run_1/placement_by_type.png
Scale: 2 px per um.
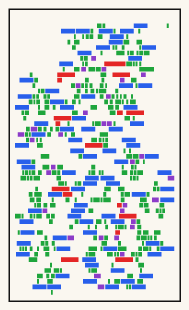
run_1/clocks.png
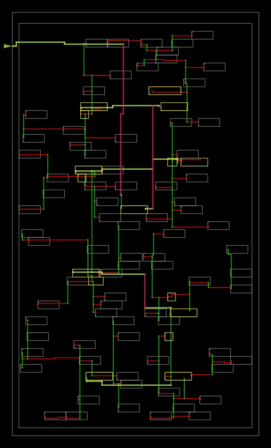
run_1/clk_routes.png
Scale: 4 px per um.
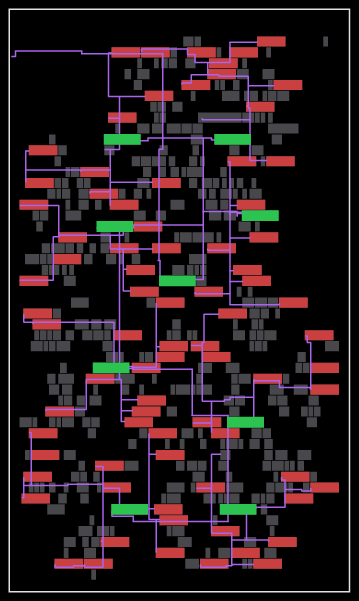
`config.mk`:
```
export PLATFORM = sky130hd
export DESIGN_NAME = stopwatch_ctrl
export DESIGN_NICKNAME = d
export VERILOG_FILES = /design/src/rtl/stopwatch_pkg.sv /design/src/rtl/btn_debounce.sv /design/src/rtl/stopwatch_ctrl.sv
export SDC_FILE = /design/constraint.sdc
export NUM_CORES = 1
export LEC_CHECK = 0
export CORE_ASPECT_RATIO = 1.75
export CORE_MARGIN = 2
export CORE_UTILIZATION = 30
export DETAILED_ROUTE_END_ITERATION = 10
export HOLD_SLACK_MARGIN = 0.1
export PLACE_DENSITY = 0.42
export REMOVE_ABC_BUFFERS = 1
export SYNTH_ARGS = -nofsm -noshare
export SYNTH_HDL_FRONTEND = slang
export SYNTH_SLANG_ARGS = --single-unit
```
`constraint.sdc`:
```
create_clock -name clk -period 2.1 [get_ports clk]
set_input_delay 0.21 -clock clk [delete_from_list [all_inputs] [get_ports clk]]
set_output_delay 0.21 -clock clk [all_outputs]
set_load 0.03 [all_outputs]
```
`src/rtl/stopwatch_pkg.sv`:
```
// Package: stopwatch_pkg
// Shared definitions for the stopwatch controller:
//   state_t              - FSM state encoding, also driven onto the 2-bit state port
//                          (IDLE=00, RUN=01, PAUSE=10, LAP=11)
//   DEB_CYCLES_DEFAULT   - stable samples to accept a button level (20 ms at 100 MHz)
//   TICK_DIV_DEFAULT     - clk cycles per count tick (10 ms at 100 MHz)
package stopwatch_pkg;

    typedef enum logic [1:0] {
        ST_IDLE  = 2'b00,
        ST_RUN   = 2'b01,
        ST_PAUSE = 2'b10,
        ST_LAP   = 2'b11
    } state_t;

    localparam int DEB_CYCLES_DEFAULT = 2_000_000;
    localparam int TICK_DIV_DEFAULT   = 1_000_000;

endpackage

```
`src/rtl/btn_debounce.sv`:
```
// Module: btn_debounce
// Conditions one active-low asynchronous push button:
// 2-flop synchronizer -> run-length debouncer -> registered press pulse.
// Ports:
//   clk    in  sole clock, rising edge
//   rst    in  synchronous active-high reset
//   btn_n  in  raw button, active-low, idle high
//   press  out one-cycle pulse on each debounced 1->0 transition
module btn_debounce
    import stopwatch_pkg::*;
#(
    parameter int DEB_CYCLES = DEB_CYCLES_DEFAULT
) (
    input  logic clk,
    input  logic rst,
    input  logic btn_n,
    output logic press
);

    localparam int CW = (DEB_CYCLES > 1) ? $clog2(DEB_CYCLES) : 1;
    localparam logic [CW-1:0] CNT_LAST = CW'(DEB_CYCLES - 1);

    logic          sync_a;
    logic          sync_b;
    logic          level;
    logic          level_d;
    logic          armed;
    logic [1:0]    settle;
    logic [CW-1:0] run_cnt;

    // The debounced level flips on the edge that sees the DEB_CYCLES-th
    // consecutive differing sample; a shorter differing run is dropped.
    //
    // The synchronizer flops come out of reset at 1, so the first two sync_b
    // samples after reset do not reflect the pin. 'settle' marks when they do.
    // 'armed' is only set once the button has been genuinely seen released,
    // which keeps a button held down through reset from producing a press
    // until it is released and pressed again.
    always_ff @(posedge clk) begin
        if (rst) begin
            sync_a  <= 1'b1;
            sync_b  <= 1'b1;
            level   <= 1'b1;
            level_d <= 1'b1;
            run_cnt <= '0;
            settle  <= 2'b00;
            armed   <= 1'b0;
            press   <= 1'b0;
        end else begin
            sync_a  <= btn_n;
            sync_b  <= sync_a;
            settle  <= {settle[0], 1'b1};
            level_d <= level;

            if (sync_b != level) begin
                if (run_cnt == CNT_LAST) begin
                    level   <= sync_b;
                    run_cnt <= '0;
                end else begin
                    run_cnt <= run_cnt + CW'(1);
                end
            end else begin
                run_cnt <= '0;
            end

            if (settle[1] && level && sync_b) begin
                armed <= 1'b1;
            end

            press <= armed && level_d && !level;
        end
    end

endmodule

```
`src/rtl/stopwatch_ctrl.sv`:
```
// Module: stopwatch_ctrl
// Stopwatch control FSM with debounced buttons and a count-tick prescaler.
// Optional lap feature: define STOPWATCH_LAP_EN to add the lap_n button,
// its debouncer and the LAP state. Without it LAP is unreachable and
// disp_hold is constant 0; the state encoding does not change.
// Ports:
//   clk           in  sole clock, rising edge
//   rst           in  synchronous active-high reset
//   start_stop_n  in  start/stop button, active-low, asynchronous
//   clear_n       in  clear button, active-low, asynchronous
//   lap_n         in  lap button, active-low, asynchronous (STOPWATCH_LAP_EN only)
//   cnt_en        out one-cycle tick to the time counter
//   cnt_clr       out one-cycle clear to the time counter
//   disp_hold     out freeze display latch while in LAP
//   state         out current state (IDLE=00, RUN=01, PAUSE=10, LAP=11)
module stopwatch_ctrl
    import stopwatch_pkg::*;
#(
    parameter int DEB_CYCLES = DEB_CYCLES_DEFAULT,
    parameter int TICK_DIV   = TICK_DIV_DEFAULT
) (
    input  logic       clk,
    input  logic       rst,
    input  logic       start_stop_n,
    input  logic       clear_n,
`ifdef STOPWATCH_LAP_EN
    input  logic       lap_n,
`endif
    output logic       cnt_en,
    output logic       cnt_clr,
    output logic       disp_hold,
    output logic [1:0] state
);

    localparam int PW = (TICK_DIV > 1) ? $clog2(TICK_DIV) : 1;
    localparam logic [PW-1:0] PRESC_LAST = PW'(TICK_DIV - 1);

    state_t        state_q;
    state_t        state_nxt;
    logic          clr_nxt;
    logic          ss_press;
    logic          clr_press;
    logic          lap_press;
    logic          run_now;
    logic          run_next;
    logic [PW-1:0] presc;

    btn_debounce #(.DEB_CYCLES(DEB_CYCLES)) u_deb_start_stop (
        .clk   (clk),
        .rst   (rst),
        .btn_n (start_stop_n),
        .press (ss_press)
    );

    btn_debounce #(.DEB_CYCLES(DEB_CYCLES)) u_deb_clear (
        .clk   (clk),
        .rst   (rst),
        .btn_n (clear_n),
        .press (clr_press)
    );

`ifdef STOPWATCH_LAP_EN
    logic hold_q;

    btn_debounce #(.DEB_CYCLES(DEB_CYCLES)) u_deb_lap (
        .clk   (clk),
        .rst   (rst),
        .btn_n (lap_n),
        .press (lap_press)
    );

    assign disp_hold = hold_q;
`else
    assign lap_press = 1'b0;
    assign disp_hold = 1'b0;
`endif

    assign state    = state_q;
    assign run_now  = (state_q == ST_RUN) || (state_q == ST_LAP);
    assign run_next = (state_nxt == ST_RUN) || (state_nxt == ST_LAP);

    // Next-state logic. Clear wins over start/stop in IDLE/PAUSE; start/stop
    // wins over lap in RUN/LAP.
    always_comb begin
        state_nxt = state_q;
        clr_nxt   = 1'b0;
        case (state_q)
            ST_IDLE: begin
                if (clr_press) begin
                    clr_nxt = 1'b1;
                end else if (ss_press) begin
                    state_nxt = ST_RUN;
                end
            end
            ST_RUN: begin
                if (ss_press) begin
                    state_nxt = ST_PAUSE;
                end else if (lap_press) begin
                    state_nxt = ST_LAP;
                end
            end
            ST_PAUSE: begin
                if (clr_press) begin
                    state_nxt = ST_IDLE;
                    clr_nxt   = 1'b1;
                end else if (ss_press) begin
                    state_nxt = ST_RUN;
                end
            end
            ST_LAP: begin
                if (ss_press) begin
                    state_nxt = ST_PAUSE;
                end else if (lap_press) begin
                    state_nxt = ST_RUN;
                end
            end
            default: state_nxt = ST_IDLE;
        endcase
    end

    always_ff @(posedge clk) begin
        if (rst) begin
            state_q <= ST_IDLE;
            cnt_clr <= 1'b0;
`ifdef STOPWATCH_LAP_EN
            hold_q  <= 1'b0;
`endif
        end else begin
            state_q <= state_nxt;
            cnt_clr <= clr_nxt;
`ifdef STOPWATCH_LAP_EN
            hold_q  <= (state_nxt == ST_LAP);
`endif
        end
    end

    // Prescaler advances while the current state is RUN/LAP and holds in
    // PAUSE. cnt_en is qualified with the next state so no tick is issued on
    // the edge that enters PAUSE; a wrap landing on that edge loses its tick.
    always_ff @(posedge clk) begin
        if (rst) begin
            presc  <= '0;
            cnt_en <= 1'b0;
        end else begin
            cnt_en <= 1'b0;
            if (state_nxt == ST_IDLE) begin
                presc <= '0;
            end else if (run_now) begin
                if (presc == PRESC_LAST) begin
                    presc  <= '0;
                    cnt_en <= run_next;
                end else begin
                    presc <= presc + PW'(1);
                end
            end
        end
    end

endmodule

```
==> results_dict.tcl, run 1 <==
# flow metrics
set metrics [dict create \
    grt_pass1_vias 2728 \
    track_usage 0.128 \
    layout-drive-gt1-share 0.139 \
    min_path_type "reg2reg" \
    ys_warn_count 0 \
    switchingPower_uw 664 \
    outcome "finished clean" \
    met3_length_um 213 \
    crit_fanout 8 \
    yosysTopAreaCell "dfxtp_1" \
    max-clock-path-buffers 2 \
    cts-buffers-inserted 9 \
    tool_warnings 25 \
    fillCellCount 1179 \
    rsz0062_at_grt "false" \
    synthArstFlopShare 0 \
    io_pins 9 \
    ys.flops 80 \
    drtIter0Drc 131 \
    flop_cell "dfxtp_1" \
    detail-route-antenna-nets 0 \
    slew_headroom 0.654 \
    drt-total-wl_mm 7.30 \
    logic_area_sq_um 1720 \
    antenna_found_initial 0 \
    cts.htree.levels 3 \
    num-nets-final 420 \
    grtUsageMet1 0.129 \
    rrSetupSlack_ps 170 \
    p_seq_frac 0.485 \
    top_layer "met4" \
    top_usage_layer "met2" \
    cp.required_ps 2370 \
    dp_hpwl_mm 5.38 \
    cts_tree "yes" \
    wl_met2_mm 4.00 \
    finalHoldViolations 0 \
    area_leaders "dfxtp_1, xnor2_1, nor2_1, xor2_1, a21oi_1" \
    die_w_um 84.7 \
    grt_max_degree 15 \
    grt_pass1_wl_mm 12.5 \
    setup-violations-final 0 \
    ys_seq_frac 0.468 \
    syn-cell-area_sq_um 3420 \
    drv_cap 0 \
    firstDrtPassIters 4 \
    final-seq-area_sq_um 1600 \
    wire_per_inst_um 13.3 \
    p_leak_uw 0.00124 \
    worst_pin_slew_ps 514 \
    synth_stat.cells 383 \
    path_class "reg2reg" \
    peakVddDrop_mv 0.431 \
    synthCells 383 \
    drt-vias-per-instance 4.97 \
    drc 0 \
    ff2ff_path_depth 5 \
    gr-total-overflow 0 \
    holdBufCountCts 0 \
    port_buffers 7 \
    finalClockPeriodUsage 0.921 \
    drt-met1-wl_mm 2.94 \
    fp_util 0.308 \
    timing.fmax_mhz 517 \
    use_met2 0.235 \
    worstPathArrival_ps 2210 \
    die_area_sq_um 12300 \
    placed_area_sq_um 3770 \
    reg_top3 "u_deb_clear.run_cnt x21, u_deb_start_stop.run_cnt x21, presc x20" \
    start_kind "register" \
    crit_end "u_deb_start_stop.run_cnt[20]$_SDFF_PP0_" \
    clk_pin_slew_ps 60 \
    reg2reg_from "u_deb_start_stop.run_cnt[0]$_SDFF_PP0_" \
    antennaDiodeCount 0 \
    dr_total_vias 2735 \
    edf_count 0 \
    switching_share 0.210 \
    syn_area_per_cell_sq_um 8.93 \
    yosysUniqueCellTypes 46 \
    reg2reg_to "u_deb_start_stop.run_cnt[20]$_SDFF_PP0_" \
    die-height_um 145 \
    areaGrowthSynthToFinish_pct 19.6 \
    cts_root_buf "clkbuf_16" \
    crit_path_start "u_deb_start_stop.run_cnt[0]$_SDFF_PP0_" \
    p_comb_frac 0.011 \
    gp_congestion 0.765 \
    p_per_area_nw_per_um2 773 \
    internal-power_uw 2500 \
    critPathCaptureType "register" \
    post-route-min-period_ps 1930 \
    ys_chip_area_sq_um 3420 \
    top_cell_area_share 0.468 \
    use_met3 0.0387 \
    slew_violations 0 \
]
-- placement_by_type.png (at the start) --
clock drivers and dummy loads -> red  # cells 16
other buffers and delay cells -> purple  # cells 31
flops -> blue  # cells 80
combinational and other logic -> green  # cells 291
Core Rows: 51
Design Area, Final: 4090 sq um
Core Util, Final: 0.368
area of the core: 11100 sq um
Seq/total area: 0.392

-- clocks.png (at the start) --
Worst Skew: 8.51 ps
Num Clock Sinks: 80
clk latency late pin: 340 ps
Clock net power: 1590 uW
FF+latch count: 80

-- clk_routes.png (at the start) --
clock drivers -> green  # count 9
clock wires -> purple  # length 1150 um
flip-flops -> red  # count 80
routed clock nets = 10
flops lie = spread over the die
clock share of power: 0.504

## run 1: timing repair
item,in CTS,in global routing
setup endpoints to repair,0,2
setup buffers,0,0
endpoints found under the hold margin,0,0
gates resized,0,2
## run 1: cells in the mapped netlist (all sizes together), types with 3 or more instances
library cell and count:
dfxtp 80, nor2 55, xnor2 26, nand2 25, a21oi 19, nand3 17
nand4 17, o21ai 15, or3 14, xor2 14, inv 11, nor4 10
nor3 9, or4 9, and3 8, buf 7, or2 6, clkbuf 5
o31ai 4, or4b 4, ha 3
## run 1: worst min-delay path by stage
stage                     slack, ps                                  to  depth (start not counted)                                from
after global placement          400  u_deb_start_stop.sync_b$_SDFF_PP1_                          1  u_deb_start_stop.sync_a$_SDFF_PP1_
after detailed placement        400  u_deb_start_stop.sync_b$_SDFF_PP1_                          1  u_deb_start_stop.sync_a$_SDFF_PP1_
after CTS                       410       u_deb_clear.sync_b$_SDFF_PP1_                          1       u_deb_clear.sync_a$_SDFF_PP1_
after floorplan                 280    u_deb_clear.settle[1]$_SDFF_PP0_                          1                                 rst
after global routing            420       u_deb_clear.sync_b$_SDFF_PP1_                          1       u_deb_clear.sync_a$_SDFF_PP1_
final                           410  u_deb_start_stop.sync_b$_SDFF_PP1_                          1  u_deb_start_stop.sync_a$_SDFF_PP1_
## run 1: critical path, stage by stage (launching register included)
cell,delay (ps)
dfxtp_1,360
ha_1,200
nand2_1,140
or4_4,610
or4_1,420
a21oi_1,140
## run 1: layout make-up
type | instances | share of cell area
multi-input cells | 280 | 0.421
well taps | 132 | 0.0404
inverters | 11 | 0.0101
clock buffers | 10 | 0.0584
repair buffers | 31 | 0.0612
flip-flops and latches | 80 | 0.392
clock inverters | 6 | 0.0168
## run 1: power by group through the flow
| stage | clock network [uW] | logic [uW] | registers [uW] |
|---|---|---|---|
| after global placement | 0 | 36.3 | 1570 |
| after floorplan | 0 | 18.1 | 1560 |
| final | 1590 | 35.3 | 1530 |
| after global routing | 1720 | 40.1 | 1530 |
| after CTS | 1660 | 36.7 | 1530 |
| after detailed placement | 0 | 36.6 | 1570 |
## run 1: cells in the final DEF (no fill, tap or decap), drive strengths merged, types with 11 or more instances in the layout
master / n
o21ai: 15
buf: 24
xnor2: 26
or3: 14
xor2: 14
nand2: 25
nor2: 55
inv: 11
dfxtp: 80
a21oi: 19
nand4: 17
nand3: 17
## run 1: stage by stage
step | instances | setup TNS, ps | hold WS (ps) | worst slack, ps | power [uW]
after detailed placement | 534 | 0 | 399 | 80.6 | 1600
after floorplan | 371 | -111 | 282 | -71.8 | 1580
after CTS | 550 | 0 | 414 | 67.7 | 3230
after global routing | 550 | 0 | 419 | 39.3 | 3290
after global placement | 534 | 0 | 397 | 119 | 1600
final | 550 | 0 | 410 | 166 | 3160
## run 1: cell families (layout without fill, tap and decap cells)
kind of cell	Yosys count	after routing	synth area share
multiplexers	2	2	0.00585
adder cells (fa/ha/maj)	3	3	0.0110
AND-OR/OR-AND	49	49	0.0867
other	1	1	0.00110
buffers and inverters	23	58	0.0300
AND/OR/NAND/NOR	185	185	0.295
flip-flops	80	80	0.468
XOR/XNOR	40	40	0.102
==> inputs of run 2 (changes only) <==
- CELL_PAD_IN_SITES_DETAIL_PLACEMENT: unset -> 0
- CELL_PAD_IN_SITES_GLOBAL_PLACEMENT: unset -> 1
- GPL_TIMING_DRIVEN: unset -> 1
- PLACE_DENSITY: 0.42 -> 0.51
==> run 2 against run 1 <==
  * Cell count did not move
  * Core utilization rose by 0.47 points
  * Clock skew fell by 1.5 ps
  * Count of clock-buffer cells in the layout fell by 1
  * Routed wire length rose by 4.8%
  * Setup slack got worse by 27 ps
  * Via count did not move
  * Clock power rose by about 10%
  * Critical path depth fell by 1
  * Worst hold slack got worse by 3.8 ps
  * Sequential share of layout area fell by 0.50 points
  * Critical path type unchanged
  * Critical endpoint is now u_deb_clear.level$_SDFFE_PP1P_
  * Largest cell class unchanged
  * Largest power group unchanged
==> results_dict.tcl, run 2 <==
# flow metrics
set metrics [dict create \
    outcome "finished clean" \
    synthCells 383 \
    p_leak_uw 0.00129 \
    die_w_um 84.7 \
    final_layout_top_logic_cell "dfxtp_1" \
    min_path_type "reg2reg" \
    total_power_uw 3340 \
    grt_pass1_vias 2665 \
    worstPathArrival_ps 2170 \
    path_class "reg2reg" \
    wire_per_inst_um 13.9 \
    cts.htree.levels 3 \
    edf_count 0 \
    finalHoldViolations 0 \
    critPathCaptureType "register" \
    xor_area_frac 0.102 \
    drc 0 \
    post_cts_buffers 0 \
    ys_seq_frac 0.468 \
    fillCellCount 1183 \
    start_kind "register" \
    cts_root_buf "clkbuf_16" \
    holdBufCountCts 0 \
    final-seq-area_sq_um 1600 \
    ys.flops 80 \
    grt_pass1_wl_mm 13.0 \
    max-clock-path-buffers 2 \
    post-route-min-period_ps 1960 \
    firstDrtPassIters 4 \
    timing.hold.ws_ps 406 \
    finalClockPeriodUsage 0.934 \
    core-area_sq_um 11100 \
    areaGrowthSynthToFinish_pct 21.1 \
    synth_top_cell_by_count "dfxtp_1" \
    logic_family "simple AND/OR/NAND/NOR gates" \
    clk_pin_slew_ps 60 \
    clock_latency_ps 330 \
    cts_tree "yes" \
    ys_chip_area_sq_um 3420 \
    cts-buffers-inserted 9 \
    synthArstFlopShare 0 \
    final_util 0.373 \
    p_per_area_nw_per_um2 807 \
    antenna_found_initial 0 \
    ys_sh_adder 0.0110 \
    grt_max_degree 22 \
    rsz0062_at_grt "false" \
    top_cell_area_share 0.468 \
    die-height_um 145 \
    rows 51 \
    yosysUniqueCellTypes 46 \
    drv_cap 0 \
    flop_cell "dfxtp_1" \
    holdPathStages 1 \
    worst_pin_slew_ps 507 \
    dp_hpwl_mm 5.64 \
    fp_util 0.308 \
    gr-total-overflow 0 \
    ys_sh_simple 0.295 \
    antennaDiodeCount 0 \
    logic_area_sq_um 1720 \
    reg_top3 "u_deb_clear.run_cnt x21, u_deb_start_stop.run_cnt x21, presc x20" \
    common_cells "dfxtp_1, nor2_1, xnor2_1" \
    numClockSinks 80 \
    setup-violations-final 0 \
    track_usage 0.133 \
    slew_headroom 0.659 \
    synthMuxAreaShare 0.00585 \
    num-nets-final 420 \
    layout-drive-gt1-share 0.139 \
    crit_fanout 5 \
    die_area_sq_um 12300 \
    ff2ff_path_depth 4 \
    drt-vias-per-instance 4.97 \
    timing.fmax_mhz 510 \
    fin_setup_tns_ps 0 \
    lay_top_cells "dfxtp_1, nor2_1, xnor2_1" \
    syn_area_per_cell_sq_um 8.93 \
    gp_congestion 0.761 \
    clock_skew_ps 7.00 \
    cp.required_ps 2310 \
    ys_sh_aoi 0.0867 \
    detail-route-antenna-nets 0 \
    peakVddDrop_mv 0.418 \
    slew_violations 0 \
    syn-cell-area_sq_um 3420 \
    tool_warnings 25 \
    drtIter0Drc 85 \
    yosysTopAreaCell "dfxtp_1" \
    area_leaders "dfxtp_1, xnor2_1, nor2_1, xor2_1, a21oi_1" \
    synth_stat.cells 383 \
    ys_warn_count 0 \
]
-- run 2: cell counts after synthesis --
No cell type changed its count.
-- run 2: per-stage QoR --
step                      setup slack (ps)  cells  instance area (sq um)
final                                  139    550                   4140
after global routing                  52.5    550                   4140
after CTS                             41.6    550                   4130
after detailed placement              63.5    534                   3800
after global placement                 136    534                   3800
after floorplan                      -71.8    371                   3360
-- run 2: layer usage --
metal	up-vias	part of all wire	track usage
li1	1413	-	-
met1	1292	0.41	0.145
met2	20	0.55	0.242
met3	10	0.018	0.0273
met4	0	0.023	0.0603
met5	-	0	0
-- run 2: logic make-up after synthesis --
kind of cell	after synthesis
compound gates	49
simple gates	185
fa+ha+maj	3
xor+xnor	40
buf+inv	23
mux	2
flops	80
other cells	1
-- run 2: repair_timing --
item / CTS / global route
resized: 0 / 2
endpoints found under the setup margin: 0 / 2
hold endpoints to repair: 0 / 0
-- run 2: power breakdown --
group | total (uW) | switching [uW] | internal (uW) | leakage [uW]
sequential | 1530 | 5.22 | 1530 | 0.000646
combinational | 37.0 | 19.9 | 17.1 | 0.000477
clock | 1770 | 620 | 1150 | 0.000169
total | 3340 | 645 | 2700 | 0.00129
-- run 2: area by class of cell --
type	count	share of cell area
sequential	80	0.387
multi-input combinational	280	0.416
tap	132	0.0399
inverter	11	0.00997
timing repair buffer	31	0.0665
clock inverter	7	0.0266
clock buffer	9	0.0544
-- run 2: final timing paths --
| path | start | endpoint | slack (ps) |
|---|---|---|---|
| hold reg to reg | u_deb_clear.sync_a$_SDFF_PP1_ | u_deb_clear.sync_b$_SDFF_PP1_ | 410 |
| setup / recovery | u_deb_clear.run_cnt[14]$_SDFF_PP0_ | u_deb_clear.level$_SDFFE_PP1P_ | 140 |
| hold / removal | u_deb_clear.sync_a$_SDFF_PP1_ | u_deb_clear.sync_b$_SDFF_PP1_ | 410 |
| setup reg to reg | u_deb_clear.run_cnt[14]$_SDFF_PP0_ | u_deb_clear.level$_SDFFE_PP1P_ | 140 |
-- run 2: worst max-delay path, cell delays in order, from the launching register on --
cell and delay (ps):
dfxtp_1 350, or4b_2 690, nor4_2 310, a21boi_0 140, or3b_1 360
run_2/clk_routes.png
Scale: 4 px per um.
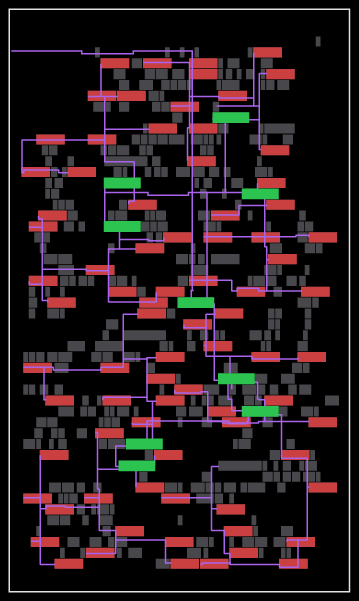
clock drivers -> green  # count 9
clock wires -> purple  # length 1190 um
flip-flops -> red  # count 80
flops lie = spread over the die
clock share of power: 0.531
Clock net power: 1770 uW

run_2/io_fan.png
Scale: 4 px per um.
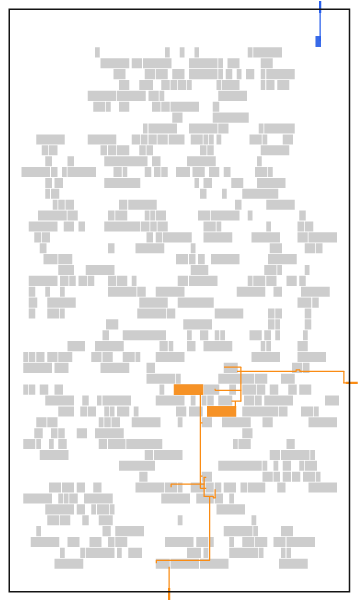
state -> orange  # direction output, edge 1 bottom, 1 right, end cells 2, buffers 3, wire 136 um
disp_hold -> blue  # direction output, edge top, end cells 1, buffers 0, wire 7.50 um
PortBufs: 7
boundary pin count: 9

run_2/layer_met3.png
Scale: 3 px per um. Cells faint in the background.
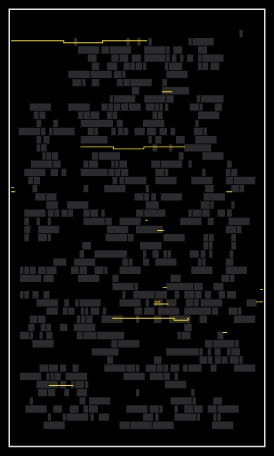
nets with wire on the layer = 10
share of all routed wire = 1.8%
longest straight run = 20.5 um
wire length on this layer = 136 um
Vias: 2735
met3 GRT Util: 0.0273
WL final: 7.64 mm

==> inputs of run 3 (changes only) <==
- SETUP_SLACK_MARGIN: unset -> 0.15
==> run 3 against run 2 <==
  * Register-to-register slack gained 70 ps
  * Sequential cell count unchanged
  * First-iteration DRC count grew 1.2%
  * Critical path depth rose by 1
  * Largest cell class unchanged
  * Sequential share of layout area shrank 0.39 points
  * Total power decreased by 0.12%
  * Synthesized area did not move
  * Critical endpoint is now u_deb_start_stop.run_cnt[20]$_SDFF_PP0_
  * Clock skew is essentially flat
  * Final area increased by 1.0%
  * Maximum frequency up 3.9%
==> results_dict.tcl, run 3 <==
# flow metrics
set metrics [dict create \
    internal-power_uw 2700 \
    area_leaders "dfxtp_1, xnor2_1, nor2_1, xor2_1, a21oi_1" \
    firstDrtPassIters 6 \
    drv_cap 0 \
    lay_top_cells "dfxtp_1, nor2_1, xnor2_1" \
    die-height_um 145 \
    slew_violations 0 \
    synth_top_cell_by_count "dfxtp_1" \
    finalHoldViolations 0 \
    timing.fmax_mhz 530 \
    placed_area_sq_um 3800 \
    top_cell_area_share 0.468 \
    grt_pass1_vias 2669 \
    gr-total-overflow 0 \
    wire_per_inst_um 13.9 \
    antennaDiodeCount 0 \
    yosysTopAreaCell "dfxtp_1" \
    clk_pin_slew_ps 60 \
    fin_setup_tns_ps 0 \
    areaGrowthSynthToFinish_pct 22.4 \
    crit_fanout 8 \
    antenna_found_initial 0 \
    detail-route-antenna-nets 0 \
    flop_cell "dfxtp_1" \
    cp.required_ps 2360 \
    numClockSinks 80 \
    ys_seq_frac 0.468 \
    post-route-min-period_ps 1890 \
    port_buffers 7 \
    dr_total_vias 2740 \
    edf_count 0 \
    placedCellCount 534 \
    drt-total-wl_mm 7.70 \
    die_area_sq_um 12300 \
    cts_root_buf "clkbuf_16" \
    synthArstFlopShare 0 \
    cts_tree "yes" \
    drc 0 \
    syn_area_per_cell_sq_um 8.93 \
    setup-violations-final 0 \
    ys.flops 80 \
    fp_util 0.308 \
    drtIter0Drc 86 \
    switching_share 0.192 \
    stdcell_count 552 \
    rrSetupSlack_ps 210 \
    peakVddDrop_mv 0.417 \
    common_cells "dfxtp_1, nor2_1, xnor2_1" \
    rows 51 \
    slew_headroom 0.660 \
    p_leak_uw 0.00132 \
    start_kind "register" \
    worst_pin_slew_ps 505 \
    yosysUniqueCellTypes 46 \
    grt_pass1_wl_mm 13.0 \
    gp_congestion 0.761 \
    path_class "reg2reg" \
    critPathCaptureType "register" \
    syn-cell-area_sq_um 3420 \
    timing.hold.ws_ps 406 \
    track_usage 0.134 \
    synth_stat.cells 383 \
    min_path_type "reg2reg" \
    finalClockPeriodUsage 0.899 \
    worstPathArrival_ps 2150 \
    rsz0062_at_grt "false" \
    ys_warn_count 0 \
    fillCellCount 1183 \
    dp_hpwl_mm 5.64 \
    io_pins 9 \
    switchingPower_uw 641 \
    core-area_sq_um 11100 \
    cts.htree.levels 3 \
    drt-vias-per-instance 4.96 \
    p_comb_frac 0.011 \
    max-clock-path-buffers 2 \
    final_layout_top_logic_cell "dfxtp_1" \
    tool_warnings 26 \
    grt_max_degree 22 \
    outcome "finished clean" \
    num-nets-final 422 \
    reg_top3 "u_deb_clear.run_cnt x21, u_deb_start_stop.run_cnt x21, presc x20" \
    p_per_area_nw_per_um2 798 \
    synthCells 383 \
    ys_chip_area_sq_um 3420 \
    die_w_um 84.7 \
    total_power_uw 3340 \
    p_seq_frac 0.459 \
    layout-drive-gt1-share 0.155 \
]
[run 3: cell counts after synthesis]
Identical to the previous run, type by type.
[run 3: through the flow]
stage | setup slack (ps) | utilization
after global routing | 141 | 0.377
after CTS | 139 | 0.374
after global placement | 136 | 0.342
after floorplan | -71.8 | -
after detailed placement | 63.5 | 0.342
final | 212 | 0.377
[run 3: path summary, 6_finish.rpt]
path                                                                 to  depth (start not counted)                              startpoint
worst max register to register  u_deb_start_stop.run_cnt[20]$_SDFF_PP0_                          5  u_deb_start_stop.run_cnt[0]$_SDFF_PP0_
worst min register to register            u_deb_clear.sync_b$_SDFF_PP1_                          1           u_deb_clear.sync_a$_SDFF_PP1_
worst max-delay path            u_deb_start_stop.run_cnt[20]$_SDFF_PP0_                          5  u_deb_start_stop.run_cnt[0]$_SDFF_PP0_
worst min-delay path                      u_deb_clear.sync_b$_SDFF_PP1_                          1           u_deb_clear.sync_a$_SDFF_PP1_
[run 3: worst max-delay path, stage by stage (launching register included)]
cell and delay (ps):
dfxtp_1 360, ha_2 220, nand2_2 100, or4_4 590, or4_1 420, a21oi_1 140
[run 3: layout make-up]
class / instances / area, sq um / share of cell area
clock buffer: 9 / 225 / 0.0538
clock inverter: 7 / 110 / 0.0263
inverter: 11 / 41.3 / 0.00987
multi-input combinational: 280 / 1750 / 0.418
sequential: 80 / 1600 / 0.383
tap: 132 / 165 / 0.0395
timing repair buffer: 33 / 290 / 0.0694
[run 3: kinds of logic (layout without fill, tap and decap cells)]
| family | Yosys count | in the layout | synth area share |
|---|---|---|---|
| flops | 80 | 80 | 0.468 |
| simple gates | 185 | 185 | 0.295 |
| fa+ha+maj | 3 | 3 | 0.0110 |
| other cells | 1 | 1 | 0.00110 |
| xor+xnor | 40 | 40 | 0.102 |
| buf+inv | 23 | 60 | 0.0300 |
| mux | 2 | 2 | 0.00585 |
| compound gates | 49 | 49 | 0.0867 |
[run 3: power groups by stage]
stage | Sequential [uW] | Combinational [uW] | Clock, uW
final | 1530 | 37.1 | 1770
after global routing | 1530 | 41.6 | 1900
after CTS | 1530 | 38.2 | 1840
after global placement | 1570 | 38.3 | 0
after detailed placement | 1570 | 38.1 | 0
after floorplan | 1560 | 18.1 | 0
[run 3: layer usage]
metal / global-route usage / vias to the layer above / wire, um / part of all wire
met1: 0.145 / 1295 / 3140 / 0.41
met5: 0 / - / 0 / 0
met4: 0.0603 / 0 / 171 / 0.022
met3: 0.0273 / 9 / 138 / 0.018
met2: 0.243 / 20 / 4250 / 0.55
li1: - / 1416 / - / -
[run 3: timing repair]
item	4_1_cts	5_1_grt
resized	4	5
cloned	0	0
buffers inserted	0	2
hold buffers	0	0
pin swaps	1	2
setup endpoints to repair	5	27
run_3/clocks.png
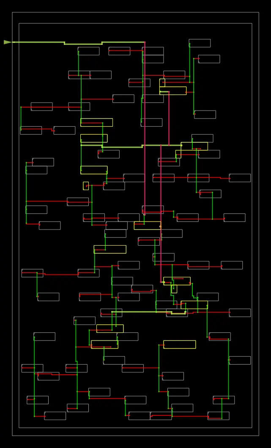
clk latency late pin: 330 ps
clock buffers: 9
TritonCTS buffer count: 9
Worst Skew: 6.96 ps

run_3/placement_by_type.png
Scale: 2 px per um.
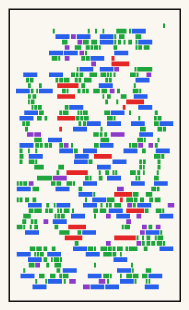
other buffers and delay cells -> purple  # cells 33
flops -> blue  # cells 80
combinational and other logic -> green  # cells 291
clock drivers and dummy loads -> red  # cells 16
Design Area, Final: 4180 sq um
Core Util, Final: 0.377

run_3/clk_routes.png
Scale: 4 px per um.
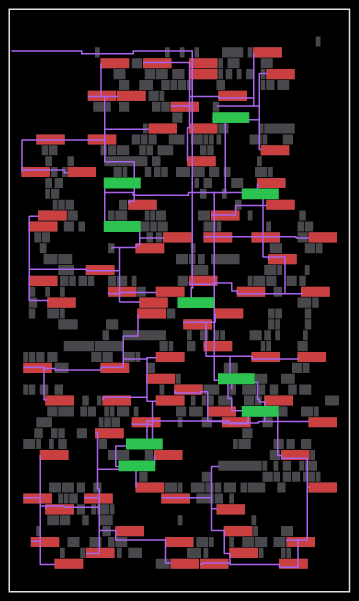
clock wires -> purple  # length 1190 um
flip-flops -> red  # count 80
clock drivers -> green  # count 9
routed clock nets = 10
clock share of power: 0.530

Power figures rest on the tool's default switching activity, not on a simulated workload.
